## src/rtl/y86_pkg.sv

```systemverilog
// Shared definitions for the sequential Y86-64 core: instruction codes,
// processor status codes and the stage-sequencer state encoding.
package y86_pkg;

  localparam logic [3:0] ICODE_HALT  = 4'h0;
  localparam logic [3:0] ICODE_NOP   = 4'h1;
  localparam logic [3:0] ICODE_CMOV  = 4'h2;
  localparam logic [3:0] ICODE_IRMOV = 4'h3;
  localparam logic [3:0] ICODE_RMMOV = 4'h4;
  localparam logic [3:0] ICODE_MRMOV = 4'h5;
  localparam logic [3:0] ICODE_OPQ   = 4'h6;
  localparam logic [3:0] ICODE_JXX   = 4'h7;
  localparam logic [3:0] ICODE_CALL  = 4'h8;
  localparam logic [3:0] ICODE_RET   = 4'h9;
  localparam logic [3:0] ICODE_PUSH  = 4'hA;
  localparam logic [3:0] ICODE_POP   = 4'hB;

  localparam logic [2:0] STAT_AOK = 3'd1;
  localparam logic [2:0] STAT_HLT = 3'd2;
  localparam logic [2:0] STAT_ADR = 3'd3;
  localparam logic [2:0] STAT_INS = 3'd4;

  typedef enum logic [2:0] {
    S_IDLE      = 3'd0,
    S_FETCH     = 3'd1,
    S_DECODE    = 3'd2,
    S_EXECUTE   = 3'd3,
    S_MEMORY    = 3'd4,
    S_WRITEBACK = 3'd5,
    S_PCUPDATE  = 3'd6,
    S_HALTED    = 3'd7
  } seq_state_e;

  // Instructions whose memory stage must wait for the data memory handshake.
  function automatic logic uses_dmem(input logic [3:0] ic);
    return ic inside {ICODE_RMMOV, ICODE_MRMOV, ICODE_CALL,
                      ICODE_RET, ICODE_PUSH, ICODE_POP};
  endfunction

endpackage

```

## src/rtl/y86_cc_reg.sv

```systemverilog
// Architectural condition-code register: ZF/SF/OF with write enable.
// Reset leaves ZF set so an untouched core reads "equal".
module y86_cc_reg
  import y86_pkg::*;
(
  input  logic clk,
  input  logic reset,
  input  logic we,
  input  logic zf_d,
  input  logic sf_d,
  input  logic of_d,
  output logic zf,
  output logic sf,
  output logic of
);

  // NOTE: sequential state uses non-blocking (<=) so every flop samples
  // the pre-edge values regardless of process evaluation order.
  always_ff @(posedge clk) begin
    if (reset) begin
      zf <= 1'b1;
      sf <= 1'b0;
      of <= 1'b0;
    end else if (we) begin
      zf <= zf_d;
      sf <= sf_d;
      of <= of_d;
    end
  end

endmodule

```

## src/rtl/y86_seq_sequencer.sv

```systemverilog
// One-stage-per-cycle sequencer for the sequential Y86-64 core; owns CC and stat.
// Optional build macro Y86_PERF_COUNT_EN adds cycle_count / instr_count outputs.
module y86_seq_sequencer
  import y86_pkg::*;
(
  input  logic        clk,
  input  logic        reset,
  input  logic        start,
  input  logic [3:0]  icode,
  input  logic        instr_valid,
  input  logic        imem_error,
  input  logic        mem_ready,
  input  logic        dmem_error,
  input  logic        zf_in,
  input  logic        sf_in,
  input  logic        of_in,
  output logic        fetch_en,
  output logic        decode_en,
  output logic        exec_en,
  output logic        mem_en,
  output logic        wb_en,
  output logic        pc_en,
  output logic        cc_en,
  output logic        zf,
  output logic        sf,
  output logic        of,
  output logic [2:0]  stat,
  output logic        halted,
  output logic [2:0]  state
`ifdef Y86_PERF_COUNT_EN
  ,
  output logic [63:0] cycle_count,
  output logic [63:0] instr_count
`endif
);

  seq_state_e state_q, state_d;
  logic [3:0] icode_q;
  logic [2:0] stat_q, stat_d;

  always_ff @(posedge clk) begin
    if (reset) begin
      state_q <= S_IDLE;
      icode_q <= ICODE_HALT;
      stat_q  <= STAT_AOK;
    end else begin
      state_q <= state_d;
      stat_q  <= stat_d;
      if (state_q == S_FETCH) icode_q <= icode;
    end
  end

  // NOTE: defaults first so every path assigns state_d/stat_d and no latch is inferred.
  always_comb begin
    state_d = state_q;
    stat_d  = stat_q;
    unique case (state_q)
      S_IDLE:      if (start) state_d = S_FETCH;
      S_FETCH: begin
        if (imem_error) begin
          state_d = S_HALTED;
          stat_d  = STAT_ADR;
        end else if (!instr_valid) begin
          state_d = S_HALTED;
          stat_d  = STAT_INS;
        end else begin
          state_d = S_DECODE;
        end
      end
      S_DECODE:    state_d = S_EXECUTE;
      S_EXECUTE:   state_d = S_MEMORY;
      S_MEMORY: begin
        // dmem_error only means something in the cycle mem_ready completes.
        if (!uses_dmem(icode_q)) begin
          state_d = S_WRITEBACK;
        end else if (mem_ready) begin
          if (dmem_error) begin
            state_d = S_HALTED;
            stat_d  = STAT_ADR;
          end else begin
            state_d = S_WRITEBACK;
          end
        end
      end
      S_WRITEBACK: state_d = S_PCUPDATE;
      S_PCUPDATE: begin
        if (icode_q == ICODE_HALT) begin
          state_d = S_HALTED;
          stat_d  = STAT_HLT;
        end else begin
          state_d = S_FETCH;
        end
      end
      S_HALTED:    state_d = S_HALTED;
      default:     state_d = S_IDLE;
    endcase
  end

  assign fetch_en  = (state_q == S_FETCH);
  assign decode_en = (state_q == S_DECODE);
  assign exec_en   = (state_q == S_EXECUTE);
  assign mem_en    = (state_q == S_MEMORY);
  assign wb_en     = (state_q == S_WRITEBACK);
  assign pc_en     = (state_q == S_PCUPDATE);
  assign cc_en     = exec_en && (icode_q == ICODE_OPQ);
  assign halted    = (state_q == S_HALTED);
  assign stat      = stat_q;
  assign state     = state_q;

  y86_cc_reg u_cc (
    .clk   (clk),
    .reset (reset),
    .we    (cc_en),
    .zf_d  (zf_in),
    .sf_d  (sf_in),
    .of_d  (of_in),
    .zf    (zf),
    .sf    (sf),
    .of    (of)
  );

`ifdef Y86_PERF_COUNT_EN
  always_ff @(posedge clk) begin
    if (reset) begin
      cycle_count <= 64'd0;
      instr_count <= 64'd0;
    end else begin
      if (state_q != S_IDLE && state_q != S_HALTED) cycle_count <= cycle_count + 64'd1;
      // PCUPDATE always leaves to FETCH or HALTED, so each visit retires one instruction.
      if (state_q == S_PCUPDATE) instr_count <= instr_count + 64'd1;
    end
  end
`endif

endmodule

```

## config.mk

```make
export PLATFORM = sky130hd
export DESIGN_NAME = y86_seq_sequencer
export DESIGN_NICKNAME = d
export VERILOG_FILES = /design/src/rtl/y86_pkg.sv /design/src/rtl/y86_cc_reg.sv /design/src/rtl/y86_seq_sequencer.sv
export SDC_FILE = /design/constraint.sdc
export NUM_CORES = 1
export LEC_CHECK = 0
export CELL_PAD_IN_SITES_DETAIL_PLACEMENT = 0
export CELL_PAD_IN_SITES_GLOBAL_PLACEMENT = 2
export CORE_UTILIZATION = 21
export CTS_BUF_LIST = sky130_fd_sc_hd__clkbuf_4 sky130_fd_sc_hd__clkbuf_8 sky130_fd_sc_hd__clkbuf_16
export DETAILED_ROUTE_END_ITERATION = 6
export PLACE_DENSITY_LB_ADDON = 0.15
export SYNTH_ARGS = -nofsm -noshare
export SYNTH_HDL_FRONTEND = slang
export SYNTH_HIERARCHICAL = 1
export SYNTH_SLANG_ARGS = --single-unit
```

## constraint.sdc

```tcl
create_clock -name clk -period 1.5 [get_ports clk]
set_clock_uncertainty 0.15 [all_clocks]
set_input_delay 0.225 -clock clk [delete_from_list [all_inputs] [get_ports clk]]
set_output_delay 0.225 -clock clk [all_outputs]
set_load 0.01 [all_outputs]
```

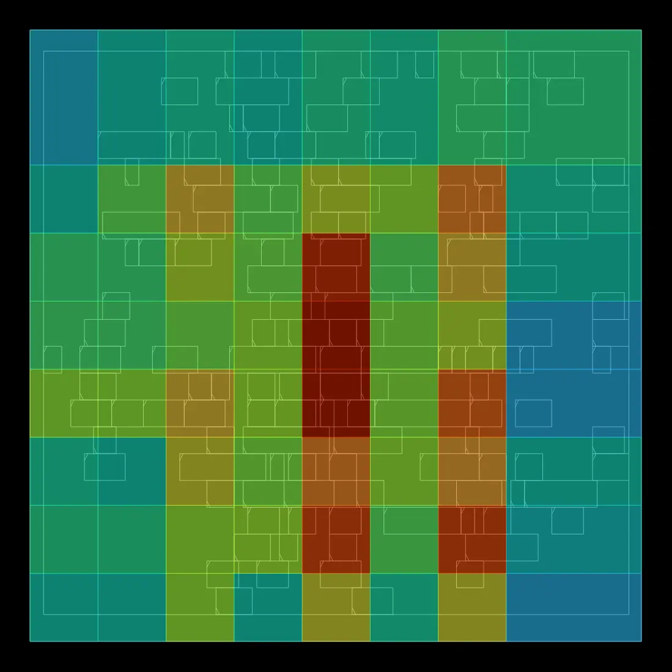
congestion.png
met3 GRT Util: 1.86%
met1 Use GR: 15.5%
global-route usage over all layers: 12.0%

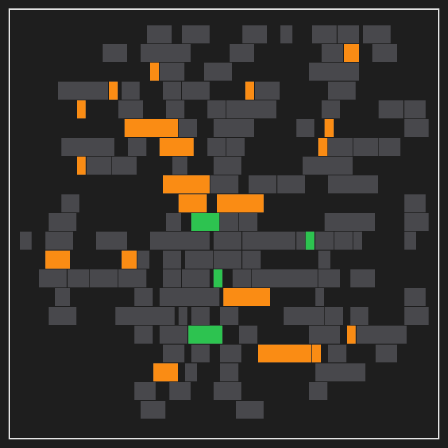
logic_types.png
Green shows NAND gates, cells 4, most used nand2_1, where center. Orange shows NOR gates, cells 20, most used nor2_1.

==> metrics.csv <==
metric,value,unit
clock buffer depth,2,
post-route insts no fill,186,
initial antenna violation count,0,
Top cells excl fill/tap,"20 x buf_4, 17 x buf_6, 13 x clkdlybuf4s50_1, 9 x nor2_1, 9 x dfxtp_1",
combinational share of cell area,37.1,%
Top pwr grp,combinational cells,
Commonest flop,dfxtp_1,
first-pass GRT wire length,3.42,mm
GRT overflow,0,
number of non-clock buffers in the layout,62,
biggest area cells,"dfxtp_1 34%, mux2i_1 7.9%, nor2_1 5.5%",
Sequential Power Share,22.9,%
Syn Std Cell Area,756,um2
row cnt,21,
Post-route DRC,0,
combinational power,1.61,mW
CP Max Fanout,4,
"most used cell, CP",buf_6,
largest net degree at the start of global routing,8,
status,"complete, but fails checks",
Routed wire per std cell,12.2,um
Place WS,-224,ps
Chip Area,3840,um2
worst hold slack,338,ps
flip-flops with a built-in enable,0,
critical path type,reg2out,
fin crit period,1590,ps
crit path from,state[0]$_SDFFE_PP0P_,
CP max stage cell,dfxtp_4,
cts hold-fix bufs,0,
hold depth,2,
worst-path cell chain,buf_6 > nand2_4 > nor2_4 > and4_4 > buf_6,
Flop area,273,um2
actual slew at the worst max-slew pin,340,ps
setup_tns,-524,ps
post-synthesis mux area share,7.95,%
proportion of layout cells with a drive suffix above 1,52.1,%
"Setup violations, final",12,
CORE AREA,3390,um2
port bufs,30,
final setup margin,-90.1,ps
Mapped Avg Cell Area,9.57,um2
xor/xnor share,1.16,%
Final clock-cell share,2.00,%
number of fill cells,349,
Final GP Congestion,0.780,
Non-Clock Inverter Count,5,
H-tree lvl count,1,
registers,13,
width of the die,62.0,um
die height,62.0,um
GRT met2 Usage,20.5,%
FMAX,0.629,GHz
power density cells,1610,nW/um2
R2R cell count,8,
ys flops,13,
"IR drop worst, VDD",0.505,mV
DR pass1 iterations,4,
Multi-Input Combinational,56,
Clock Sinks,13,
post-synth top area cell,dfxtp_1,
Area leader share,34.4,%
fin nets,155,
CTS Buf Count,3,
Final Hold Violation Tally,0,
YS warnings,6,
post-synth cell types,32,
Final Core Density,44.2,%
unrepaired setup endpoints after global routing,true,
# Cells Yosys,79,
slowest cell delay on critical path,380,ps
area post-placement,1230,um2
CTS root buf,clkbuf_4,
vias per cell,4.31,
CP startpoint kind,flip-flop,
Crit Reg-Reg Startpoint,state[0]$_SDFFE_PP0P_,
GRT busiest layer,met2,
clock transition at the registers of the reported paths,80,ps
violated checks,negative setup slack,
WP depth,5,
Synth top cells by count,"13 x dfxtp_1, 11 x nor2_1, 6 x mux2i_1",
Dominant combinational family,simple AND/OR/NAND/NOR gates,
most numerous logic cell after layout,buf_4,
R2R Path End,u_cc/zf$_SDFFE_PP1P_,
crit path to,cc_en,
R2R Setup Slk,-40,ps
Tot Pwr,2.41,mW
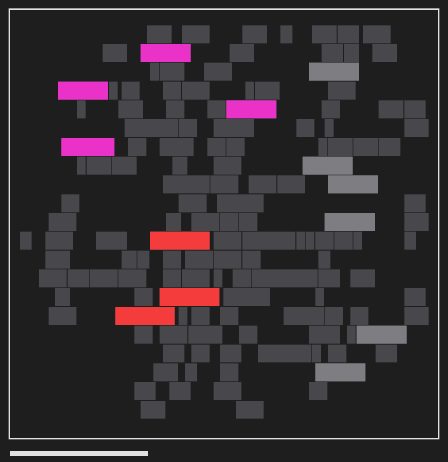
flops_by_reg.png
The bar under the picture is 20 um long. Other sequential cells in the stronger gray, the rest of the logic in the fainter gray.
Magenta shows `icode_q`, sequential cells 4. Red shows `state`, sequential cells 3.

## what timing repair did
| action | 4_1_cts | 5_1_grt |
|---|---|---|
| setup endpoints to repair | 23 | 21 |
| setup buffers | 9 | 4 |
| pin swaps | 1 | 14 |
| resized | 65 | 23 |
## state kept, by name, summed over array words and instances, names as in the netlist
| register | cells |
|---|---|
| u_cc/sf | 1 |
| icode_q | 4 |
| state | 3 |
| stat | 3 |
| u_cc/of | 1 |
| u_cc/zf | 1 |
## per-layer routing
metal / up-vias / share of wire [%]
met4: 0 / 0
met2: 17 / 48
met5: - / 0
met1: 378 / 48
met3: 0 / 3.3
li1: 406 / -
## kinds of logic after synthesis
family / Yosys count
AOI/OAI and AO/OA: 19
xor gates and xnor gates: 1
buffers and inverters: 10
and+or+nand+nor: 30
muxes: 6
DFF: 13
Power is estimated from default activity; no workload was simulated.
